==> run_1/io_placement.png <==
(8 px per um) Pins as bars across the die edge, other pins in gray.
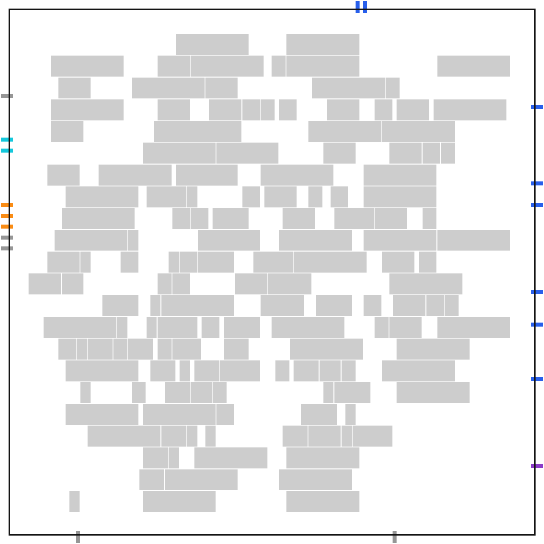
==> run_1/flops_by_reg.png <==
(4 px per um) Other sequential cells in the stronger gray, the rest of the logic in the fainter gray.
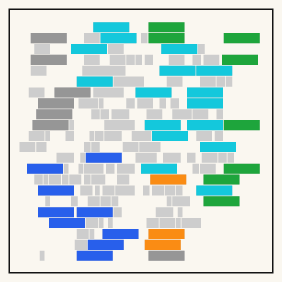
==> run_1/logic_types.png <==
(4 px per um)
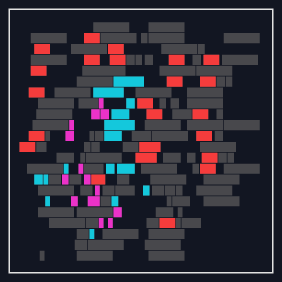
==> run_1/congestion.png <==
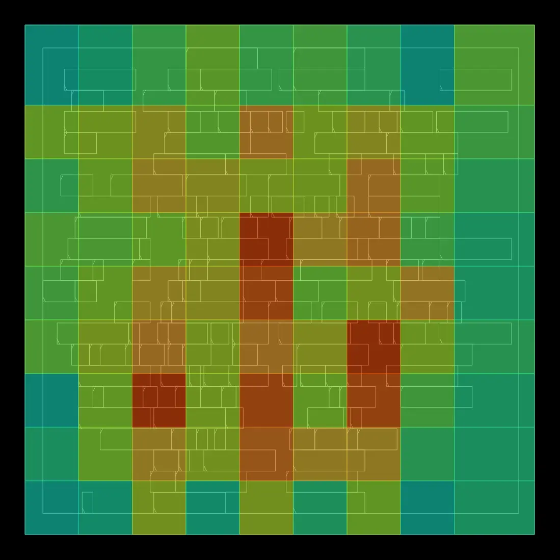
[config.mk]
export PLATFORM = sky130hd
export DESIGN_NAME = led_heartbeat_engine
export DESIGN_NICKNAME = d
export VERILOG_FILES = /design/src/rtl/led_heartbeat_engine.sv
export SDC_FILE = /design/constraint.sdc
export NUM_CORES = 1
export LEC_CHECK = 0
export CORE_MARGIN = 2
export CORE_UTILIZATION = 50
export CTS_CLUSTER_DIAMETER = 80
export CTS_CLUSTER_SIZE = 16
export DETAILED_ROUTE_END_ITERATION = 12
export DONT_BUFFER_PORTS = 1
export PLACE_DENSITY = 0.65
export SLEW_MARGIN = 10
export SYNTH_ARGS = -nofsm -noshare
export SYNTH_HDL_FRONTEND = slang
export SYNTH_SLANG_ARGS = --single-unit
export TNS_END_PERCENT = 10
[constraint.sdc]
create_clock -name clk -period 4.5 [get_ports clk]
set_input_delay 0.675 -clock clk [delete_from_list [all_inputs] [get_ports clk]]
set_output_delay 0.675 -clock clk [all_outputs]
set_load 0.01 [all_outputs]
[src/rtl/led_heartbeat_engine.sv]
// LED heartbeat engine: per-channel OFF/ON/BLINK/HEART patterns stepped by a prescaled tick.
// Optional feature macro LED_HEARTBEAT_SYNC_EN adds sync_in, which restarts the step sequence.
module led_heartbeat_engine #(
  parameter int N_CH     = 8,
  parameter int TICK_DIV = 300,
  parameter int CH_W     = (N_CH > 1) ? $clog2(N_CH) : 1
) (
  input  logic              clk,
  input  logic              rst_n,
`ifdef LED_HEARTBEAT_SYNC_EN
  input  logic              sync_in,
`endif
  input  logic              cfg_valid,
  output logic              cfg_ready,
  input  logic [CH_W-1:0]   cfg_ch,
  input  logic [1:0]        cfg_mode,
  output logic              cfg_err,
  output logic              step_tick,
  output logic [N_CH-1:0]   led_out
);

  localparam int PW   = (TICK_DIV > 1) ? $clog2(TICK_DIV) : 1;
  localparam int CHW1 = CH_W + 1;
  localparam logic [PW-1:0]   PRESC_MAX = PW'(TICK_DIV - 1);
  localparam logic [CH_W:0]   N_CH_L    = CHW1'(N_CH);

  logic                   sync_w;
  logic                   tick;
  logic                   accept;
  logic                   ch_bad;
  logic                   apply;
  logic [PW-1:0]          presc_q, presc_d;
  logic [2:0]             step_q, step_d;
  logic                   pend_q, pend_d;
  logic [CH_W-1:0]        pend_ch_q;
  logic [1:0]             pend_mode_q;
  logic [N_CH-1:0][1:0]   mode_q, mode_d;
  logic [N_CH-1:0]        led_d;
  logic [N_CH-1:0]        led_out_q;
  logic                   step_tick_q;
  logic                   cfg_err_q;

`ifdef LED_HEARTBEAT_SYNC_EN
  assign sync_w = sync_in;
`else
  assign sync_w = 1'b0;
`endif

  always_comb begin
    tick    = (presc_q == PRESC_MAX) && !sync_w;
    accept  = cfg_valid && !pend_q;
    ch_bad  = ({1'b0, cfg_ch} >= N_CH_L);
    apply   = tick && pend_q;
    presc_d = presc_q + PW'(1);
    step_d  = step_q;
    pend_d  = pend_q;
    if (sync_w) begin
      presc_d = '0;
      step_d  = '0;
    end else if (tick) begin
      presc_d = '0;
      step_d  = step_q + 3'd1;
    end
    // A write accepted in a tick cycle cannot coincide with an apply: ready implies nothing pending.
    if (apply) begin
      pend_d = 1'b0;
    end else if (accept && !ch_bad) begin
      pend_d = 1'b1;
    end
  end

  for (genvar gi = 0; gi < N_CH; gi++) begin : g_ch
    assign mode_d[gi] = (apply && (pend_ch_q == CH_W'(gi))) ? pend_mode_q : mode_q[gi];
    assign led_d[gi]  = (mode_q[gi] == 2'd1) ||
                        ((mode_q[gi] == 2'd2) && !step_q[0]) ||
                        ((mode_q[gi] == 2'd3) && ((step_q == 3'd0) || (step_q == 3'd2)));
  end

  always_ff @(posedge clk or negedge rst_n) begin
    if (!rst_n) begin
      presc_q     <= '0;
      step_q      <= '0;
      pend_q      <= 1'b0;
      pend_ch_q   <= '0;
      pend_mode_q <= '0;
      mode_q      <= '0;
      led_out_q   <= '0;
      step_tick_q <= 1'b0;
      cfg_err_q   <= 1'b0;
    end else begin
      presc_q     <= presc_d;
      step_q      <= step_d;
      pend_q      <= pend_d;
      if (accept && !ch_bad) begin
        pend_ch_q   <= cfg_ch;
        pend_mode_q <= cfg_mode;
      end
      mode_q      <= mode_d;
      led_out_q   <= led_d;
      step_tick_q <= tick;
      cfg_err_q   <= accept && ch_bad;
    end
  end

  assign cfg_ready = !pend_q;
  assign cfg_err   = cfg_err_q;
  assign step_tick = step_tick_q;
  assign led_out   = led_out_q;

endmodule

==> flow.log, run 1 <==
[report] extracting results
[metrics] post-layout period usage: 53.8%
[metrics] pin count of the biggest net entering global routing: 44
[metrics] antenna diode count: 0
[metrics] Top Ports: 19
[metrics] fraction of synthesis flops using an asynchronous set or reset pin: 100%
[metrics] layout cells sized above 1: 27.9%
[metrics] share of synthesized area occupied by flip-flops and latches: 56.9%
[metrics] sum of net half-perimeters after detailed placement: 2150 um
[metrics] XOR-XNOR Cells, Area Fraction: 3.24%
[metrics] maximum ir drop on the vdd rail: 0.182 mV
[metrics] number of nets at the end of the flow: 158
[metrics] total instance count after detailed placement: 187
[metrics] initial antenna violation count: 0
[metrics] distinct cell type count of the synthesized netlist: 35
[metrics] leak pwr: 0.952 nW
[metrics] path type of the worst setup path: reg2reg
[metrics] remaining global-route overflow: 0
[metrics] number of standard-cell rows in the floorplan: 22
[metrics] worst min-delay path class: in2async
[metrics] Root Buffer Master: clkbuf_8
[metrics] count of clock tree sinks: 43
[metrics] clock transition at the registers of the reported paths: 0.09 ns
[metrics] PostCTS Resize Cnt: 0
[metrics] gp weighted congestion: 0.708
[metrics] CTS Buf Count: 5
[metrics] total wire length: 2970 um
[metrics] via count normalized by instance count: 5.50
[metrics] post-synth tally of flip-flops with integrated enable: 0
[metrics] Arrival @ worst endpoint: 2.60 ns
[metrics] CTS tree: done
[metrics] number of nets produced by synthesis: 155
[metrics] CP endpoint kind: flip-flop
[metrics] post-place setup slack: 2.08 ns
[metrics] biggest combinational cell group after synthesis: multiplexers
[metrics] chip area: 4290 um^2
[metrics] remaining routing DRC violations: 0
[metrics] final tally of hold violations: 0
[metrics] leading cell types by total area after synthesis: dfrtp_1, mux2_2, nor4_4
[metrics] wire length of the first global-routing pass: 5530 um
[metrics] via count of the first global-routing pass: 1,113
[metrics] post-route non-filler standard cell count: 195
[metrics] share of the synthesized area in the top cell type: 56.9%
[metrics] PwrDens: 341 nW/um^2
[metrics] IO buf count: 0
[metrics] most numerous cell types in the synthesized netlist: dfrtp_1, mux2_2, a21oi_1
[metrics] yosys-reported design area after synthesis: 1890 um^2
[metrics] Synth Area in Simple Gates: 13.6%
[metrics] Setup Buffers After CTS: 0
[metrics] post-layout min period: 2.42 ns
[metrics] clock latency reported for the late side of the worst-skew pair: 0.30 ns
[metrics] area fraction in mux cells: 14.0%
[metrics] cells in synth_stat.txt: 143
[metrics] run status: finished, final reports clean
[metrics] count of warning messages emitted by the tools: 28
[metrics] layout overhead on the synthesized area: 7.87%
[metrics] r2r setup slk: 2.08 ns
[metrics] count of maximum capacitance violations: 0
[metrics] DR pass1 iterations: 4
[metrics] measured slew at the worst slew-check pin: 0.728 ns
[metrics] number of instances in the synthesized netlist: 143
[metrics] setup violation total in the final timing report: 0
[metrics] initial DRC count: 89
[metrics] post-synthesis instance area: 1890 um^2
[metrics] Final Slew Violations: 0
[metrics] unrepaired setup endpoints after global routing: no
[metrics] library cell with the largest summed area after synthesis: dfrtp_1
[metrics] Final Skew: 0.0120 ns
[metrics] H-Tree Level Count: 2
[metrics] peak fanout along the critical path: 11
[metrics] effective utilization at floorplan: 51.7%
[metrics] wire length per cell: 15.2 um
[metrics] share of synthesized cell area in and-or and or-and compound cells: 7.01%
[metrics] yosys warns: 0
[metrics] most common cell in the netlist: dfrtp_1
[metrics] Post-synth top flop: dfrtp_1
[metrics] post-layout worst setup margin: 2.08 ns
[metrics] Post-Syn Area per Cell: 13.2 um^2
[metrics] die span in y: 65.5 um
[metrics] CP Launch Type: flip-flop
[metrics] WP data required: 4.68 ns
[metrics] maximum clock rate: 413 MHz
[metrics] final-layout setup total negative slack: 0 ns
[metrics] via count: 1,073
[metrics] final worst hold slack: 0.0588 ns
[metrics] adder and majority gate portion of the synthesized area: 2.65%
[metrics] Core ar.: 3660 um^2
[metrics] total design power: 0.695 mW
[metrics] Post-CTS Hold Fix Bufs: 0
[metrics] Longest Clk Path Bufs: 2
[metrics] register bit count reported by yosys: 43
[metrics] width of the chip: 65.5 um
[metrics] post-route ant nets: 0
[metrics] Layout fillers: 304
[metrics] Placed Area: 1930 um^2
[metrics] relative max-transition margin: 51.2%
[metrics] final cell area excluding filler cells: 2040 um^2
Notes on io_placement.png above:
orange -> cfg_ch  # pins 3, direction input, edge west
blue -> led_out  # pins 8, direction output, edge 6 east, 2 north
cyan -> cfg_mode  # pins 2, direction input, edge west
purple -> rst_n  # pins 1, direction input, edge east
all pins by edge = 8 west, 7 east, 2 south, 2 north

Notes on flops_by_reg.png above:
blue -> presc_q  # flops 9
orange -> step_q  # flops 3
cyan -> mode_q  # flops 16
green -> led_out  # flops 8
not colored = 7

Notes on logic_types.png above:
red -> mux cells  # cells 23, most used mux2_2
cyan -> nor cells  # cells 15, most used nor2_1
magenta -> nand cells  # cells 14, most used nand2_1

Notes on congestion.png above:
met1 capacity usage during global routing: 23.1%
most used routing layer in global routing: met2
aggregate global-route resource usage: 17.5%
core utilization of the finished layout: 55.7%
met2 usage: 26.8%

## run 1: cells in the final DEF (no fill, tap or decap)
master	synthesis	final
dfrtp_1	43	43
nor3_1	2	2
nand4b_1	1	1
inv_2	1	1
nor4_4	3	3
a21oi_1	9	9
o31ai_1	1	1
nand2b_1	3	3
or4b_4	1	1
clkbuf_8	0	5
nor2_1	4	4
o21bai_1	2	2
o221ai_1	1	1
nor2b_1	1	1
nor4_1	1	1
xnor2_1	3	3
bufinv_16	0	1
nand3_1	3	3
a31oi_1	8	8
or2_2	1	1
clkinv_4	0	1
and3b_1	1	1
inv_1	5	5
mux2i_1	1	1
nor2_2	1	1
nand4_1	1	1
or4_4	1	1
nand2_1	6	6
ha_1	4	4
xor2_1	4	4
conb_1	1	1
nor4_2	3	3
mux2_4	2	2
clkinv_2	0	1
o22ai_1	1	1
mux2_2	20	20
## run 1: critical path, cell delays in order (launching register included)
cell and delay [ns]:
dfrtp_1 0.40, ha_1 0.25, nand4b_1 0.60, or4_4 0.76, mux2_4 0.31
## run 1: sequential cells by signal (all words and copies together), names as in the netlist
| name | cells |
|---|---|
| step_tick | 1 |
| step_q | 3 |
| mode_q | 16 |
| pend_ch_q | 3 |
| pend_mode_q | 2 |
| pend_q | 1 |
| led_out | 8 |
| presc_q | 9 |
## run 1: where the power goes
part / switching (mW) / total, mW / leakage (nW) / internal (mW)
clock: 0.130 / 0.295 / 0.0581 / 0.165
combinational: 0.00480 / 0.00811 / 0.318 / 0.00331
sequential: 0.00386 / 0.392 / 0.576 / 0.388
total: 0.139 / 0.695 / 0.952 / 0.557
## run 1: area by class of cell
| type | count | area, um^2 | area share [%] |
|---|---|---|---|
| Tap cell | 48 | 60.1 | 2.94 |
| Clock buffer | 5 | 68.8 | 3.37 |
| Inverter | 6 | 22.5 | 1.10 |
| Multi-Input combinational cell | 90 | 769 | 37.7 |
| Clock inverter | 3 | 43.8 | 2.15 |
| Sequential cell | 43 | 1080 | 52.7 |
## run 1: cell families after synthesis
family / count (synthesis)
adders and majority gates: 4
AOI/OAI and AO/OA: 22
other: 1
xor gates and xnor gates: 7
and+or+nand+nor: 33
DFF: 43
buffers and inverters: 10
muxes: 23
## run 1: layer usage
metal	vias up	global-route usage, %	wire, um
met3	6	6.34	150
met4	0	6.25	51
met2	22	26.8	1410
met5	-	0	0
met1	534	23.1	1360
li1	511	-	-
## run 1: final timing paths
path	end	cells after the start	start
worst max-delay path	mode_q[1]	4	presc_q[0]
worst min-delay path	led_out[6]	0	rst_n
worst max register to register	mode_q[1]	4	presc_q[0]
worst min register to register	step_q[2]	1	step_q[2]
max in group asynchronous	presc_q[8]	0	rst_n
min in group clk	step_q[2]	1	step_q[2]
==> run_1/detail.png <==
Region (20, 7) to (45, 32) um. Cells in gray, sequential cells in the stronger gray; small squares are vias.
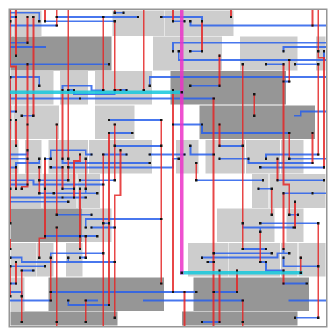

--- run 2 (diff from run 1) ---
- PLACE_DENSITY: 0.65 -> 0.68
- clock period: 4.5 -> 2.1 ns (I/O delays scaled with it)
==> run_2/detail.png <==
Region (20, 7) to (45, 32) um. Cells in gray, sequential cells in the stronger gray; small squares are vias.
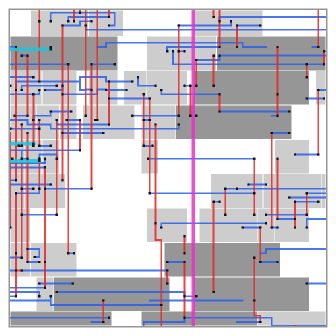
cyan -> metal 3
blue -> metal 1
magenta -> metal 4
red -> metal 2
most frequent = dfrtp_1 (7), buf_4 (4), inv_1 (3)
sequential cells in the window = 7
netlist names of flops here include = step_q (3), mode_q (2), presc_q (2)
cells with their middle in the window = 36

==> run 2 against run 1 <==
Against the previous run: global-route usage shrank 0.19 points; critical endpoint is now mode_q[0]; sequential share of layout area shrank 2.7 points; design area grew 5.4%; first-iteration DRC count shrank 53%; largest cell class unchanged; maximum frequency grew 18%.
==> flow.log, run 2 <==
[report] extracting results
[metrics] run status: finished, final reports clean
[metrics] gp weighted congestion: 0.879
[metrics] Arrival @ worst endpoint: 2.23 ns
[metrics] Top Ports: 19
[metrics] layout overhead on the synthesized area: 13.7%
[metrics] count of warning messages emitted by the tools: 28
[metrics] sum of net half-perimeters after detailed placement: 2300 um
[metrics] largest register by flop count: mode_q
[metrics] wire length per cell: 15.7 um
[metrics] post-synth tally of flip-flops with integrated enable: 0
[metrics] CP Launch Type: flip-flop
[metrics] remaining routing DRC violations: 0
[metrics] clock transition at the registers of the reported paths: 0.08 ns
[metrics] path type of the worst setup path: reg2reg
[metrics] Longest Clk Path Bufs: 2
[metrics] fraction of synthesis flops using an asynchronous set or reset pin: 100%
[metrics] initial antenna violation count: 0
[metrics] unrepaired setup endpoints after global routing: no
[metrics] wire length of the first global-routing pass: 5500 um
[metrics] pin count of the biggest net entering global routing: 44
[metrics] WP data required: 2.29 ns
[metrics] aggregate global-route resource usage: 17.3%
[metrics] most common cell in the netlist: dfrtp_1
[metrics] peak fanout along the critical path: 9
[metrics] Post-Syn Area per Cell: 13.2 um^2
[metrics] CTS tree: done
[metrics] maximum clock rate: 490 MHz
[metrics] cells in synth_stat.txt: 143
[metrics] initial DRC count: 42
[metrics] number of standard-cell rows in the floorplan: 22
[metrics] via count normalized by instance count: 5.55
[metrics] cell with the largest stage delay on the worst path: or4b_4
[metrics] DR pass1 iterations: 4
[metrics] number of instances in the synthesized netlist: 143
[metrics] CTS Buf Count: 5
[metrics] die span in y: 65.5 um
[metrics] Placed Area: 2000 um^2
[metrics] Setup Buffers After CTS: 0
[metrics] Largest register FFs: 16
[metrics] met1 capacity usage during global routing: 22.4%
[metrics] post-layout min period: 2.04 ns
[metrics] highest-count logic cell in the final layout: dfrtp_1
[metrics] most used routing layer in global routing: met2
[metrics] library cell with the largest summed area after synthesis: dfrtp_1
[metrics] setup violation total in the final timing report: 0
[metrics] post-route ant nets: 0
[metrics] width of the chip: 65.5 um
[metrics] chip area: 4290 um^2
[metrics] clock latency reported for the late side of the worst-skew pair: 0.30 ns
[metrics] number of nets produced by synthesis: 155
[metrics] post-synthesis instance area: 1890 um^2
[metrics] via count of the first global-routing pass: 1,160
[metrics] remaining global-route overflow: 0
[metrics] H-Tree Level Count: 2
[metrics] layout cells sized above 1: 32.3%
[metrics] global routing met3 resource utilization: 3.60%
[metrics] count of clock tree sinks: 43
[metrics] total wire length: 3240 um
[metrics] count of maximum capacitance violations: 0
[metrics] share of synthesized area occupied by flip-flops and latches: 56.9%
[metrics] most numerous cell types in the synthesized netlist: dfrtp_1, mux2_2, a21oi_1
[metrics] leading cell types by total area after synthesis: dfrtp_1, mux2_2, nor4_4
[metrics] longest individual stage delay on the worst path: 0.61 ns
[metrics] ordered list of cells on the worst path: or4b_4 > or4_4 > mux2_4
[metrics] antenna diode count: 0
[metrics] leak pwr: 1.01 nW
[metrics] via count: 1,143
[metrics] distinct cell type count of the synthesized netlist: 35
[metrics] Final Slew Violations: 0
[metrics] final tally of hold violations: 0
[metrics] Core ar.: 3660 um^2
[metrics] worst min-delay path class: in2reg
[metrics] yosys warns: 0
[metrics] CP endpoint kind: flip-flop
[metrics] Post-synth top flop: dfrtp_1
[metrics] Final Skew: 0.00744 ns
[metrics] maximum ir drop on the vdd rail: 0.414 mV
[metrics] final-layout setup total negative slack: 0 ns
[metrics] yosys-reported design area after synthesis: 1890 um^2
[metrics] post-layout period usage: 97.2%
[metrics] met2 usage: 27.0%
[metrics] most frequent cells in the layout: dfrtp_1, mux2_2, a21oi_1, a31oi_1, buf_4
[metrics] IO buf count: 0
[metrics] register bit count reported by yosys: 43
[metrics] number of nets at the end of the flow: 169
[metrics] final cell area excluding filler cells: 2150 um^2
[metrics] effective utilization at floorplan: 51.7%
[metrics] PwrDens: 707 nW/um^2
[metrics] share of the synthesized area in the top cell type: 56.9%
[metrics] Root Buffer Master: clkbuf_8
==> run_2/logic_types.png <==
(4 px per um)
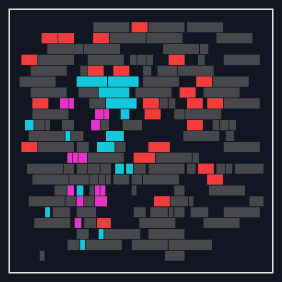
magenta -> nand cells  # cells 14, most used nand2_1
red -> mux cells  # cells 23, most used mux2_2
cyan -> nor cells  # cells 15

## run 2: per-stage QoR
step	instances	util (%)	setup slack [ns]	power (mW)	hold WS, ns
2_1_floorplan	143	-	0.146	0.870	0.0194
6_report	206	58.7	0.0582	1.52	0.167
3_3_place_gp	196	54.5	0.0897	0.873	0.0208
3_5_place_dp	196	54.5	0.0462	0.876	0.0205
4_1_cts	206	58.4	0.0226	1.54	0.156
5_1_grt	206	58.7	0.0134	1.58	0.156
## run 2: logic make-up (layout without fill, tap and decap cells)
logic type	Yosys count	after routing	synth area share, %
AND-OR/OR-AND	22	22	7.01
XOR/XNOR	7	7	3.24
adder cells (fa/ha/maj)	4	4	2.65
buffers and inverters	10	25	2.45
flip-flops	43	43	56.9
multiplexers	23	23	14.0
other	1	1	0.198
AND/OR/NAND/NOR	33	33	13.6
## run 2: final timing paths
check	from	endpoint	slack, ns	depth (start not counted)
max in group asynchronous	rst_n	pend_mode_q[1]	1.43	2
hold / removal	cfg_mode[0]	pend_mode_q[0]	0.17	1
setup / recovery	presc_q[6]	mode_q[0]	0.06	3
setup reg to reg	presc_q[6]	mode_q[0]	0.06	3
hold reg to reg	step_q[2]	step_q[2]	0.48	1
min in group asynchronous	rst_n	led_out[6]	0.47	2
## run 2: routing by layer
layer | wire length, um | vias up
met4 | 109 | 0
met3 | 139 | 12
met2 | 1540 | 37
met1 | 1450 | 553
li1 | - | 541
met5 | 0 | -
## run 2: worst max-delay path, delay by kind of cell, from the launching register on
kind / cells / cell delay [ns]
simple gates: 2 / 1.20
mux: 1 / 0.31
flops: 1 / 0.43
## run 2: cell type report
cell class              count  area, um^2
multi-input cells          90         778
well taps                  48        60.1
clock inverters             3        43.8
clock buffers               5        68.8
repair buffers             11         101
fillers                   282        1510
inverters                   6        22.5
flip-flops and latches     43        1080
## run 2: what timing repair did
item,4_1_cts,5_1_grt
resized,0,2
hold endpoints to repair,43,0
endpoints found under the setup margin,0,5
hold buffers,2,0
## run 2: where the power goes
part | total (mW) | internal (mW) | switching, mW
Clock | 0.642 | 0.354 | 0.288
Sequential | 0.841 | 0.832 | 0.00881
Combinational | 0.0391 | 0.0122 | 0.0269
Total | 1.52 | 1.20 | 0.323
Power is estimated from default activity; no workload was simulated.
